`src/rtl/mul_hilo_seq_pkg.sv`:
```
// Shared constants and state encoding for the multiply sequencer and its
// HI/LO correction stage.
package mul_hilo_seq_pkg;
   localparam int HILO_W      = 32;
   localparam int DEF_MUL_LAT = 2;
   localparam int CNT_W       = 4;

   typedef enum logic [1:0] {
      ST_IDLE  = 2'd0,
      ST_WAIT  = 2'd1,
      ST_WRITE = 2'd2,
      ST_DONE  = 2'd3
   } state_t;
endpackage

```
`src/rtl/mul_hilo_seq_hilo_correct.sv`:
```
// Turns the signed product's upper word into the unsigned one when requested:
// each operand with its top bit set contributes the other operand to HI.
module hilo_correct
   import mul_hilo_seq_pkg::*;
(
   input  logic [HILO_W-1:0] i_mul_hi,
   input  logic [HILO_W-1:0] i_mul_a,
   input  logic [HILO_W-1:0] i_mul_b,
   input  logic              i_unsigned,
   output logic [HILO_W-1:0] o_hi
);
   logic [HILO_W-1:0] w_add_a;
   logic [HILO_W-1:0] w_add_b;

   assign w_add_a = (i_unsigned && i_mul_a[HILO_W-1]) ? i_mul_b : '0;
   assign w_add_b = (i_unsigned && i_mul_b[HILO_W-1]) ? i_mul_a : '0;
   assign o_hi    = i_mul_hi + w_add_a + w_add_b;
endmodule

```
`src/rtl/mul_hilo_seq.sv`:
```
// Multicycle sequencer around an external combinational 32x32 signed
// multiplier, plus the architectural HI/LO pair with direct bus writes.
module mul_hilo_seq
   import mul_hilo_seq_pkg::*;
#(
   parameter int MUL_LAT = DEF_MUL_LAT
)(
   input  logic              clk,
   input  logic              clr,
   input  logic              start,
   input  logic              is_unsigned,
   input  logic [HILO_W-1:0] op_a,
   input  logic [HILO_W-1:0] op_b,
   output logic [HILO_W-1:0] mul_a,
   output logic [HILO_W-1:0] mul_b,
   input  logic [HILO_W-1:0] mul_hi,
   input  logic [HILO_W-1:0] mul_lo,
   input  logic              hi_wr,
   input  logic              lo_wr,
   input  logic [HILO_W-1:0] bus_in,
   output logic              busy,
   output logic              done,
   output logic [HILO_W-1:0] hi_q,
   output logic [HILO_W-1:0] lo_q
);
   localparam logic [CNT_W-1:0] CNT_LOAD = CNT_W'(MUL_LAT - 1);

   state_t            r_state;
   state_t            w_state_next;
   logic [CNT_W-1:0]  r_cnt;
   logic [CNT_W-1:0]  w_cnt_next;
   logic [HILO_W-1:0] r_mul_a;
   logic [HILO_W-1:0] r_mul_b;
   logic              r_uns;
   logic [HILO_W-1:0] r_hi;
   logic [HILO_W-1:0] r_lo;
   logic              r_busy;
   logic              r_done;
   logic              w_busy_next;
   logic              w_done_next;
   logic              w_accept;
   logic              w_write;
   logic              w_bus_ok;
   logic [HILO_W-1:0] w_hi_corr;

   hilo_correct u_correct (
      .i_mul_hi   (mul_hi),
      .i_mul_a    (r_mul_a),
      .i_mul_b    (r_mul_b),
      .i_unsigned (r_uns),
      .o_hi       (w_hi_corr)
   );

   always_comb begin
      w_state_next = r_state;
      w_cnt_next   = r_cnt;
      w_accept     = 1'b0;
      w_write      = 1'b0;
      case (r_state)
         ST_IDLE: begin
            if (start) begin
               w_accept     = 1'b1;
               w_cnt_next   = CNT_LOAD;
               w_state_next = ST_WAIT;
            end
         end
         ST_WAIT: begin
            if (r_cnt == '0) begin
               w_state_next = ST_WRITE;
            end else begin
               w_cnt_next = r_cnt - 1'b1;
            end
         end
         ST_WRITE: begin
            w_write      = 1'b1;
            w_state_next = ST_DONE;
         end
         ST_DONE: begin
            w_state_next = ST_IDLE;
         end
         default: begin
            w_state_next = ST_IDLE;
         end
      endcase
      // Moore flags are computed from the next state and registered.
      w_busy_next = (w_state_next == ST_WAIT) || (w_state_next == ST_WRITE);
      w_done_next = (w_state_next == ST_DONE);
      w_bus_ok    = (r_state == ST_IDLE) || (r_state == ST_DONE);
   end

   always_ff @(posedge clk or posedge clr) begin
      if (clr) begin
         r_state <= ST_IDLE;
         r_cnt   <= '0;
         r_mul_a <= '0;
         r_mul_b <= '0;
         r_uns   <= 1'b0;
         r_hi    <= '0;
         r_lo    <= '0;
         r_busy  <= 1'b0;
         r_done  <= 1'b0;
      end else begin
         r_state <= w_state_next;
         r_cnt   <= w_cnt_next;
         r_busy  <= w_busy_next;
         r_done  <= w_done_next;
         if (w_accept) begin
            r_mul_a <= op_a;
            r_mul_b <= op_b;
            r_uns   <= is_unsigned;
         end
         // Bus moves are locked out while a product is in flight.
         if (w_write) begin
            r_hi <= w_hi_corr;
            r_lo <= mul_lo;
         end else begin
            if (hi_wr && w_bus_ok) r_hi <= bus_in;
            if (lo_wr && w_bus_ok) r_lo <= bus_in;
         end
      end
   end

   assign mul_a = r_mul_a;
   assign mul_b = r_mul_b;
   assign busy  = r_busy;
   assign done  = r_done;
   assign hi_q  = r_hi;
   assign lo_q  = r_lo;
endmodule

```
`config.mk`:
```
export PLATFORM = sky130hd
export DESIGN_NAME = mul_hilo_seq
export DESIGN_NICKNAME = d
export VERILOG_FILES = /design/src/rtl/mul_hilo_seq_pkg.sv /design/src/rtl/mul_hilo_seq_hilo_correct.sv /design/src/rtl/mul_hilo_seq.sv
export SDC_FILE = /design/constraint.sdc
export NUM_CORES = 1
export LEC_CHECK = 0
export CORE_ASPECT_RATIO = 0.5
export CORE_UTILIZATION = 50
export DETAILED_ROUTE_END_ITERATION = 6
export GPL_ROUTABILITY_DRIVEN = 1
export PLACE_DENSITY_LB_ADDON = 0.08
export RECOVER_POWER = 100
export SETUP_SLACK_MARGIN = 0.05
export SYNTH_ARGS = -nofsm -noshare
export SYNTH_HDL_FRONTEND = slang
export SYNTH_SLANG_ARGS = --single-unit
```
`constraint.sdc`:
```
create_clock -name clk -period 14.6 [get_ports clk]
set_input_delay 2.92 -clock clk [delete_from_list [all_inputs] [get_ports clk]]
set_output_delay 2.92 -clock clk [all_outputs]
set_load 0.005 [all_outputs]
```
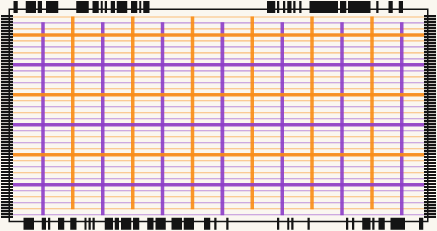
*Power grid*
Pins as bars on the die edge.
Purple marks VSS. Orange marks VDD.
The core has 33 rows. 6 straps on met5. 13 straps on met4. 296 signal pins sit on the boundary. 34 met1 rails follow the rows.
Die Ht: 95.62 um
Peak VDD IR: 0.1418 mV

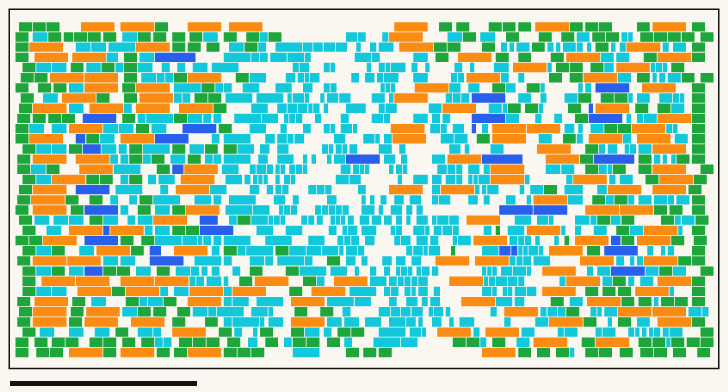
*Placement by cell class*
Scale bar: 50 um.
Green marks remaining buffers and delay cells, cells 299. Orange marks registers, cells 137. Cyan marks remaining logic cells, cells 662. Blue marks clock drivers and dummy loads, cells 32.

[cell families (layout without fill, tap and decap cells)]
group | after synthesis | count (layout) | synth area share (%)
and+or+nand+nor | 236 | 236 | 13.75
DFF | 137 | 137 | 39.12
adders and majority gates | 67 | 67 | 12.31
muxes | 124 | 124 | 15.25
AOI/OAI and AO/OA | 199 | 199 | 14.78
buffers and inverters | 78 | 353 | 3.398
xor gates and xnor gates | 14 | 14 | 1.399
[placed cells by master, fill, tap and decap left out, types with 8 or more instances in the layout]
master and instances:
clkdlybuf4s50_1 160, dfrtp_1 137, dlygate4sd3_1 135, mux2_2 76, nand2_1 71, and3_1 63, o21ai_0 62, mux2i_1 48
a21oi_1 44, nor2_1 35, ha_1 35, fa_1 32, inv_1 21, clkbuf_16 17, a21o_1 13, nor3_1 13
nand3_1 13, a211oi_1 12, o21a_1 8
[cell type report]
type / instances / area (um^2)
flip-flops and latches: 137 / 3428
well taps: 227 / 284.0
multi-input cells: 640 / 5035
clock buffers: 22 / 474.2
repair buffers: 299 / 2972
fillers: 1241 / 4345
inverters: 22 / 83.83
clock inverters: 10 / 141.4
[cell usage after synthesis, types with 11 or more instances]
library cell    n
fa_1           32
and3_1         63
nand3_1        13
nor3_1         13
nor2_1         35
a21o_1         13
mux2_2         76
mux2i_1        48
inv_1          22
a21oi_1        43
a211oi_1       11
nand2_1        72
clkbuf_1       46
ha_1           35
dfrtp_1       137
o21ai_0        61
[flip-flops by register name (all words and copies together), names as in the netlist]
signal   flops
mul_a       32
hi_q        32
r_cnt        4
r_uns        1
busy         1
mul_b       32
r_state      2
done         1
lo_q        32
[per-layer routing]
metal  part of all wire, %  track usage [%]
met5                 0.028                0
met4                   1.1            6.317
met3                    11            10.89
met2                    41            45.31
met1                    47            47.07
==> flow_summary_export.csv <==
group,metric,value,unit
timing,report.final.slew_viol_count,333,
pwr,p_total,3.014,mW
placed_design,place_ws,8.375,ns
timing,slew_headroom,-220.9,%
pwr,clkPwrFrac,14.9,%
logic_synthesis,synth_seq_share,39.12,%
die,coreArea,16760,um^2
setup_path,cp_max_fo,74,
pwr,power.share.switching,42.28,%
setup_path,r2r-start,"r_state[0]$_DFF_PP0_",
worst_hold_path,min-delay-path-class,"reg -> reg",
clock_network,post_cts_buffers,0,
logic_synthesis,top_cell_area_share,39.12,%
run,warning_count,31,
run,max_cap_viol_count,4,
logic_synthesis,synth_cell_types,63,
timing,period_needed,8.473,ns
clock_network,path_clk_slew,0.06,ns
pwr,leakage,5.598,nW
clock_network,h-tree-depth,4,
setup_path,reg2reg_to,"hi_q[7]$_DFFE_PP0P_",
status,violations,"capacitance limit, slew limit",
timing,final.period_utilization,58.03,%
setup_path,arrival,8.07,ns
setup_path,critical-path-max-stage-delay,2.89,ns
logic_synthesis,async_reset_ff_share,100.0,%
drt,vias,7795,
setup_path,end_kind,"async pin",
setup_path,worstRegToRegCells,5,
status,outcome,"complete, but fails checks",
pwr,powerSeq,0.744,mW
grt,gr-total-overflow,0,
timing,hold_ws,0.5073,ns
pwr,largestPowerGroup,"combinational cells",
pwr,p_clk,0.450,mW
placed_design,hpwl,21750,um
clock_network,numCtsBuffers,17,
No activity file was given, so power comes from the tool's default toggle rates.
